run_1/clock_nets.png
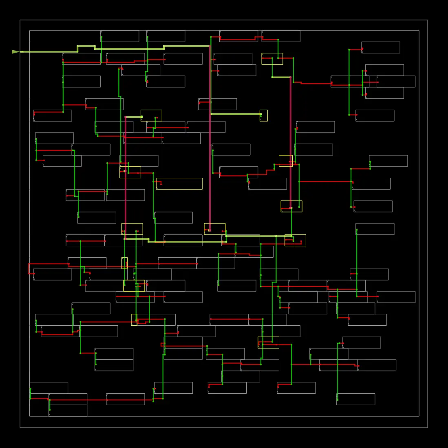
run_1/pinout.png
Pins as bars across the die edge, other pins in gray.
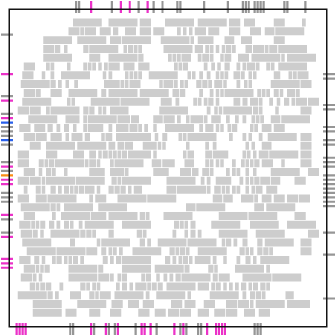
run_1/clock_wires.png
Bar = 20 microns.
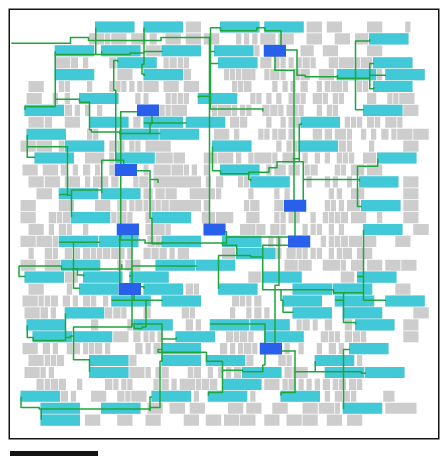
### config.mk
export PLATFORM = sky130hd
export DESIGN_NAME = line_fill_responder
export DESIGN_NICKNAME = d
export VERILOG_FILES = /design/src/rtl/cache_pkg.sv /design/src/rtl/line_fill_responder.sv
export SDC_FILE = /design/constraint.sdc
export NUM_CORES = 1
export LEC_CHECK = 0
export ABC_AREA = 1
export CORE_MARGIN = 2
export CORE_UTILIZATION = 52
export CTS_CLUSTER_DIAMETER = 40
export CTS_CLUSTER_SIZE = 20
export DETAILED_ROUTE_END_ITERATION = 6
export PLACE_DENSITY_LB_ADDON = 0.25
export SLEW_MARGIN = 20
export SYNTH_ARGS = -nofsm -noshare
export SYNTH_HDL_FRONTEND = slang
export SYNTH_SLANG_ARGS = --single-unit
### constraint.sdc
create_clock -name clk -period 2.3 [get_ports clk]
set_input_delay 0.46 -clock clk [delete_from_list [all_inputs] [get_ports clk]]
set_output_delay 0.46 -clock clk [all_outputs]
set_load 0.01 [all_outputs]
### src/rtl/cache_pkg.sv
// cache_pkg: geometry and refill-FSM state shared by the cache and its line-fill responder.
package cache_pkg;
    localparam int ADDR_W         = 32;
    localparam int DATA_W         = 32;
    localparam int WORDS_PER_LINE = 4;
    localparam int OFFSET_W       = $clog2(WORDS_PER_LINE * DATA_W / 8);
    localparam int LATENCY        = 3;

    typedef enum logic [1:0] {IDLE, WAIT, BURST} state_t;
endpackage

### src/rtl/line_fill_responder.sv
// line_fill_responder: returns a whole cache line as address-derived word beats after a fixed latency.
module line_fill_responder
    import cache_pkg::*;
#(
    parameter int ADDR_W         = cache_pkg::ADDR_W,
    parameter int DATA_W         = cache_pkg::DATA_W,
    parameter int WORDS_PER_LINE = cache_pkg::WORDS_PER_LINE,
    parameter int LATENCY        = cache_pkg::LATENCY
) (
    input  logic                              clk,
    input  logic                              rst_n,
    input  logic                              req_valid,
    output logic                              req_ready,
    input  logic [ADDR_W-1:0]                 req_addr,
    output logic                              rsp_valid,
    input  logic                              rsp_ready,
    output logic [DATA_W-1:0]                 rsp_data,
    output logic [$clog2(WORDS_PER_LINE)-1:0] rsp_beat,
    output logic                              rsp_last,
    output logic [31:0]                       refill_count
);
    localparam int BEAT_W = $clog2(WORDS_PER_LINE);
    localparam int BYTE_W = $clog2(DATA_W / 8);
    localparam int LINE_BYTES = WORDS_PER_LINE * DATA_W / 8;
    localparam int CNT_W = LATENCY > 1 ? $clog2(LATENCY) : 1;

    state_t              state;
    logic [ADDR_W-1:0]   base;
    logic [CNT_W-1:0]    cnt;
    logic [BEAT_W-1:0]   beat_nx;
    logic [ADDR_W-1:0]   req_base;

    assign beat_nx  = rsp_beat + 1'b1;
    assign req_base = req_addr & ~ADDR_W'(LINE_BYTES - 1);

    // Base has its offset bits cleared, so OR-ing the beat offset never carries out of the line.
    always_ff @(posedge clk or negedge rst_n) begin
        if (!rst_n) begin
            state        <= IDLE;
            base         <= '0;
            cnt          <= '0;
            req_ready    <= 1'b0;
            rsp_valid    <= 1'b0;
            rsp_data     <= '0;
            rsp_beat     <= '0;
            rsp_last     <= 1'b0;
            refill_count <= '0;
        end else begin
            case (state)
                IDLE: begin
                    if (req_valid && req_ready) begin
                        base         <= req_base;
                        rsp_data     <= DATA_W'(req_base);
                        rsp_beat     <= '0;
                        rsp_last     <= 1'b0;
                        refill_count <= refill_count + 32'd1;
                        req_ready    <= 1'b0;
                        cnt          <= CNT_W'(LATENCY - 1);
                        if (LATENCY == 1) begin
                            state     <= BURST;
                            rsp_valid <= 1'b1;
                        end else begin
                            state <= WAIT;
                        end
                    end else begin
                        req_ready <= 1'b1;
                    end
                end
                WAIT: begin
                    if (cnt == CNT_W'(1)) begin
                        state     <= BURST;
                        rsp_valid <= 1'b1;
                    end else begin
                        cnt <= cnt - 1'b1;
                    end
                end
                BURST: begin
                    if (rsp_ready) begin
                        if (rsp_last) begin
                            state     <= IDLE;
                            rsp_valid <= 1'b0;
                            rsp_last  <= 1'b0;
                            req_ready <= 1'b1;
                        end else begin
                            rsp_beat <= beat_nx;
                            rsp_last <= beat_nx == BEAT_W'(WORDS_PER_LINE - 1);
                            rsp_data <= DATA_W'(base | (ADDR_W'(beat_nx) << BYTE_W));
                        end
                    end
                end
                default: state <= IDLE;
            endcase
        end
    end
endmodule

==> flow_metrics.tcl, run 1 <==
# metrics dict for downstream scripts
set metrics [dict create \
    crit_start "refill_count[2]$_DFFE_PN0P_" \
    dpl.hpwl_microns 6952 \
    setup_tns_ns 0 \
    timing.final.crit_share 0.8259 \
    seq_share 0.4184 \
    ir_drop_mv 0.5719 \
    nonClkBufAreaFrac 0.1807 \
    warnings 30 \
    place_congestion 0.8973 \
    htreeDepth 3 \
    edf_count 0 \
    finalWirelength_microns 9923 \
    critPathCaptureType "output port" \
    fin_nets 677 \
    switchingPower_mw 1.968 \
    slowest_stage "clkdlybuf4s50_1" \
    drc 0 \
    holdBufCountCts 0 \
    post-route-worst-setup-slack_ns 0.4005 \
    clk_path_buf_depth 2 \
    worstSkewPairLatency_ns 0.35 \
    fin_worst_skew_ns 0.006119 \
    ioPinCount 105 \
    via_per_inst 5.077 \
    place_ws_ns 0.1502 \
    synth_flops 97 \
    p_leak_nw 2.748 \
    outcome "finished, final reports clean" \
    n_all_inverters 51 \
    chipArea_sq_mm 0.009548 \
    slew_violations 0 \
    yosysWarnings 0 \
    drv_cap 0 \
    period_needed_ns 1.900 \
    p_total_mw 5.728 \
    ys_async_sr_fraction 1.000 \
    critPathArrivalTime_ns 1.44 \
    cpPeakStageDelay_ns 0.59 \
    synth_seq_share 0.5315 \
    hold_viol 0 \
    row_count 34 \
    wire_per_inst_microns 13.25 \
    detailedRoute.firstIterationViolations 184 \
    cts_tree "built" \
    synth_area_leader_cell "dfrtp_1" \
    postCtsSetupRepairBufs 0 \
    slew_headroom 0.6628 \
    area_growth_pct 27.04 \
    core_area_sq_mm 0.008636 \
]
About clock_nets.png:
Clock Buffer Count: 11
total CTS buffers: 9

About pinout.png:
Key: req_addr = magenta [pins 32, direction input, edge 17 bottom, 11 left, 4 top]; rsp_ready = orange [pins 1, direction input, edge left]; rsp_beat = blue [pins 2, direction output, edge left]
All pins by edge: 31 bottom, 28 left, 24 top, 22 right.

About clock_wires.png:
Key: clock wires = green [length 1160 microns]; flip-flops = cyan [count 97]; clock-net drivers = blue [count 9]
There are 10 routed clock nets.

==> run 1: cells by family (layout without fill, tap and decap cells) <==
logic type | count (synthesis) | after routing | share of synthesized area
flip-flops | 97 | 97 | 0.5315
other | 1 | 2 | 0.0008211
adder cells (fa/ha/maj) | 3 | 3 | 0.008220
AND/OR/NAND/NOR | 261 | 261 | 0.2433
multiplexers | 7 | 7 | 0.01534
XOR/XNOR | 19 | 19 | 0.03644
buffers and inverters | 73 | 169 | 0.07151
AND-OR/OR-AND | 83 | 83 | 0.09288
==> run 1: state kept, by name, summed over array words and instances (netlist names) <==
| signal | cells |
|---|---|
| state | 2 |
| rsp_data | 29 |
| refill_count | 32 |
| rsp_valid | 1 |
| base | 28 |
| cnt | 2 |
| rsp_last | 1 |
| req_ready | 1 |
| rsp_beat | 1 |
==> run 1: layer usage <==
layer | up-vias | share of wire | track usage
li1 | 1905 | - | -
met1 | 1764 | 0.44 | 0.3017
met2 | 117 | 0.48 | 0.3570
met3 | 17 | 0.059 | 0.04676
met4 | 0 | 0.016 | 0.08654
met5 | - | 0 | 0
==> run 1: power by group through the flow <==
stage / sequential, mW / clock, mW / combinational, mW
after detailed placement: 2.66 / 0 / 2.07
after global placement: 2.64 / 0 / 2.00
after global routing: 2.70 / 1.16 / 2.31
final: 2.64 / 1.05 / 2.04
after floorplan: 2.73 / 0 / 1.04
after CTS: 2.63 / 1.08 / 2.08
==> run 1: cell usage in the layout, fill, tap and decap left out, types with 8 or more instances in the layout <==
cell type,instances
nand2_1,176
dfrtp_1,97
clkdlybuf4s50_1,97
o21ai_0,75
inv_1,49
nor2_1,40
nand3_1,13
xor2_1,10
xnor2_1,9
clkbuf_8,9
nand4_1,8
--- run 2 (diff from run 1) ---
- CORE_UTILIZATION: 52 -> 45
- clock period: 2.3 -> 1.6 ns (I/O delays scaled with it)
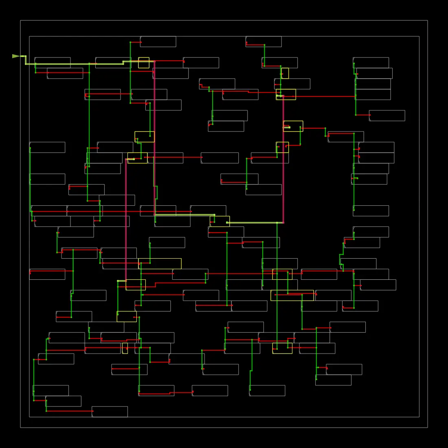
run_2/clock_nets.png
Clock Buffer Count: 10
Worst Clk Skew: 0.008590 ns
Clk Latency, worst-skew pair: 0.35 ns

==> flow_metrics.tcl, run 2 <==
# metrics dict for downstream scripts
set metrics [dict create \
    outcome "complete, but fails checks" \
    violations "negative hold slack" \
    wire_per_inst_microns 13.16 \
    clock-sinks 97 \
    top_regs "refill_count x32, rsp_data x29, base x28" \
    clk_path_buf_depth 2 \
    cts_tree "built" \
    slew_headroom 0.6467 \
    grt.total_usage 0.2018 \
    busiest_layer "met2" \
    hold_viol 1 \
    drc 0 \
    critPathCaptureType "output port" \
    place_congestion 0.8925 \
    slowest_stage "clkdlybuf4s50_1" \
    period_needed_ns 1.583 \
    drive_gt1_frac 0.1399 \
    finalWirelength_microns 10780 \
    p_total_mw 8.517 \
    drv_cap 0 \
    setup_tns_ns 0 \
    synth_seq_share 0.5315 \
    slew_violations 0 \
    area_growth_pct 38.11 \
    synth_flops 97 \
    use_met3 0.03743 \
    cpPeakStageDelay_ns 0.55 \
    synth_area_leader_cell "dfrtp_1" \
    place_ws_ns -0.1993 \
    ys_async_sr_fraction 1.000 \
    fin_nets 721 \
    crit_start "refill_count[19]$_DFFE_PN0P_" \
    crit_buf_inv 1 \
    detailedRoute.firstIterationViolations 199 \
    row_count 36 \
    most-common-layout-cells "nand2_1, dfrtp_1, o21ai_0" \
    critPathArrivalTime_ns 1.26 \
    timing.final.crit_share 0.9891 \
    yosysWarnings 0 \
    warnings 30 \
    post-route-worst-setup-slack_ns 0.01750 \
    largest_reg_flops 32 \
    use_met1 0.2590 \
    p_leak_nw 3.504 \
    ioPinCount 105 \
    dpl.hpwl_microns 7366 \
    chipArea_sq_mm 0.01097 \
    lay_top_count "nand2_1" \
    regMostFlops "refill_count" \
    numCtsBuffers 9 \
    ir_drop_mv 0.7452 \
    edf_count 0 \
    core_area_sq_mm 0.009819 \
    via_per_inst 4.851 \
    holdWs_ns -0.0009544 \
]
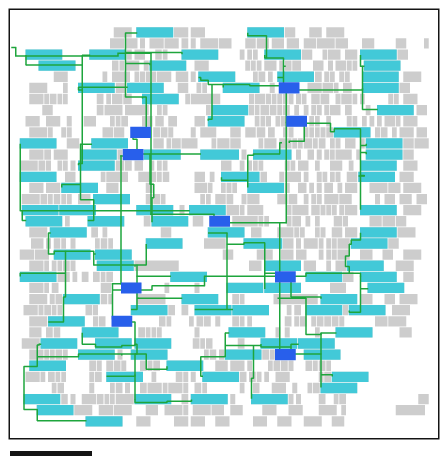
run_2/clock_wires.png
Bar = 20 microns.
Key: clock-net drivers = blue [count 9]; clock wires = green [length 1150 microns]; flip-flops = cyan [count 97]
Position of the flops: spread over the die.

[run 2: cell counts after synthesis]
Identical to the previous run, type by type.
[run 2: what timing repair did]
action                                  CTS  global route
pin swaps                                 0             0
endpoints found under the setup margin   46            41
hold buffers                              0             0
buffers inserted                         26             0
resized                                  34            41
[run 2: final cells by class]
type,count,area (sq um)
Clock buffer,10,127.6
Clock inverter,5,81.33
Fill cell,862,3512
Inverter,51,191.4
Multi-Input combinational cell,375,1877
Sequential cell,97,2432
Tap cell,133,166.4
Timing Repair Buffer,148,1431
[run 2: power by group through the flow]
stage	registers, mW	logic (mW)	clock network, mW
final	3.74	3.08	1.70
after global routing	3.84	3.50	1.84
after CTS	3.75	3.19	1.75
after detailed placement	3.81	3.21	0
after global placement	3.78	3.11	0
after floorplan	3.92	1.49	0
[run 2: per-layer routing]
layer	up-vias	routed length, microns
li1	1986	-
met1	1873	4648
met2	103	5416
met3	11	564
met4	0	148
met5	-	0
[run 2: cells by family (layout without fill, tap and decap cells)]
logic type / count (synthesis) / in the layout / share of synthesized area
AND/OR/NAND/NOR: 261 / 261 / 0.2433
flip-flops: 97 / 97 / 0.5315
adder cells (fa/ha/maj): 3 / 3 / 0.008220
multiplexers: 7 / 7 / 0.01534
AND-OR/OR-AND: 83 / 83 / 0.09288
other: 1 / 2 / 0.0008211
XOR/XNOR: 19 / 19 / 0.03644
buffers and inverters: 73 / 214 / 0.07151
[run 2: worst reg2reg max path, cell delays in order (launching register included)]
cell	delay (ns)
dfrtp_1	0.38
buf_4	0.14
nand2_1	0.09
nor2_1	0.24
nand2_1	0.15
nor3_1	0.25
nand2_1	0.09
nand2_1	0.06
nand2_1	0.05
Power figures rest on the tool's default switching activity, not on a simulated workload.
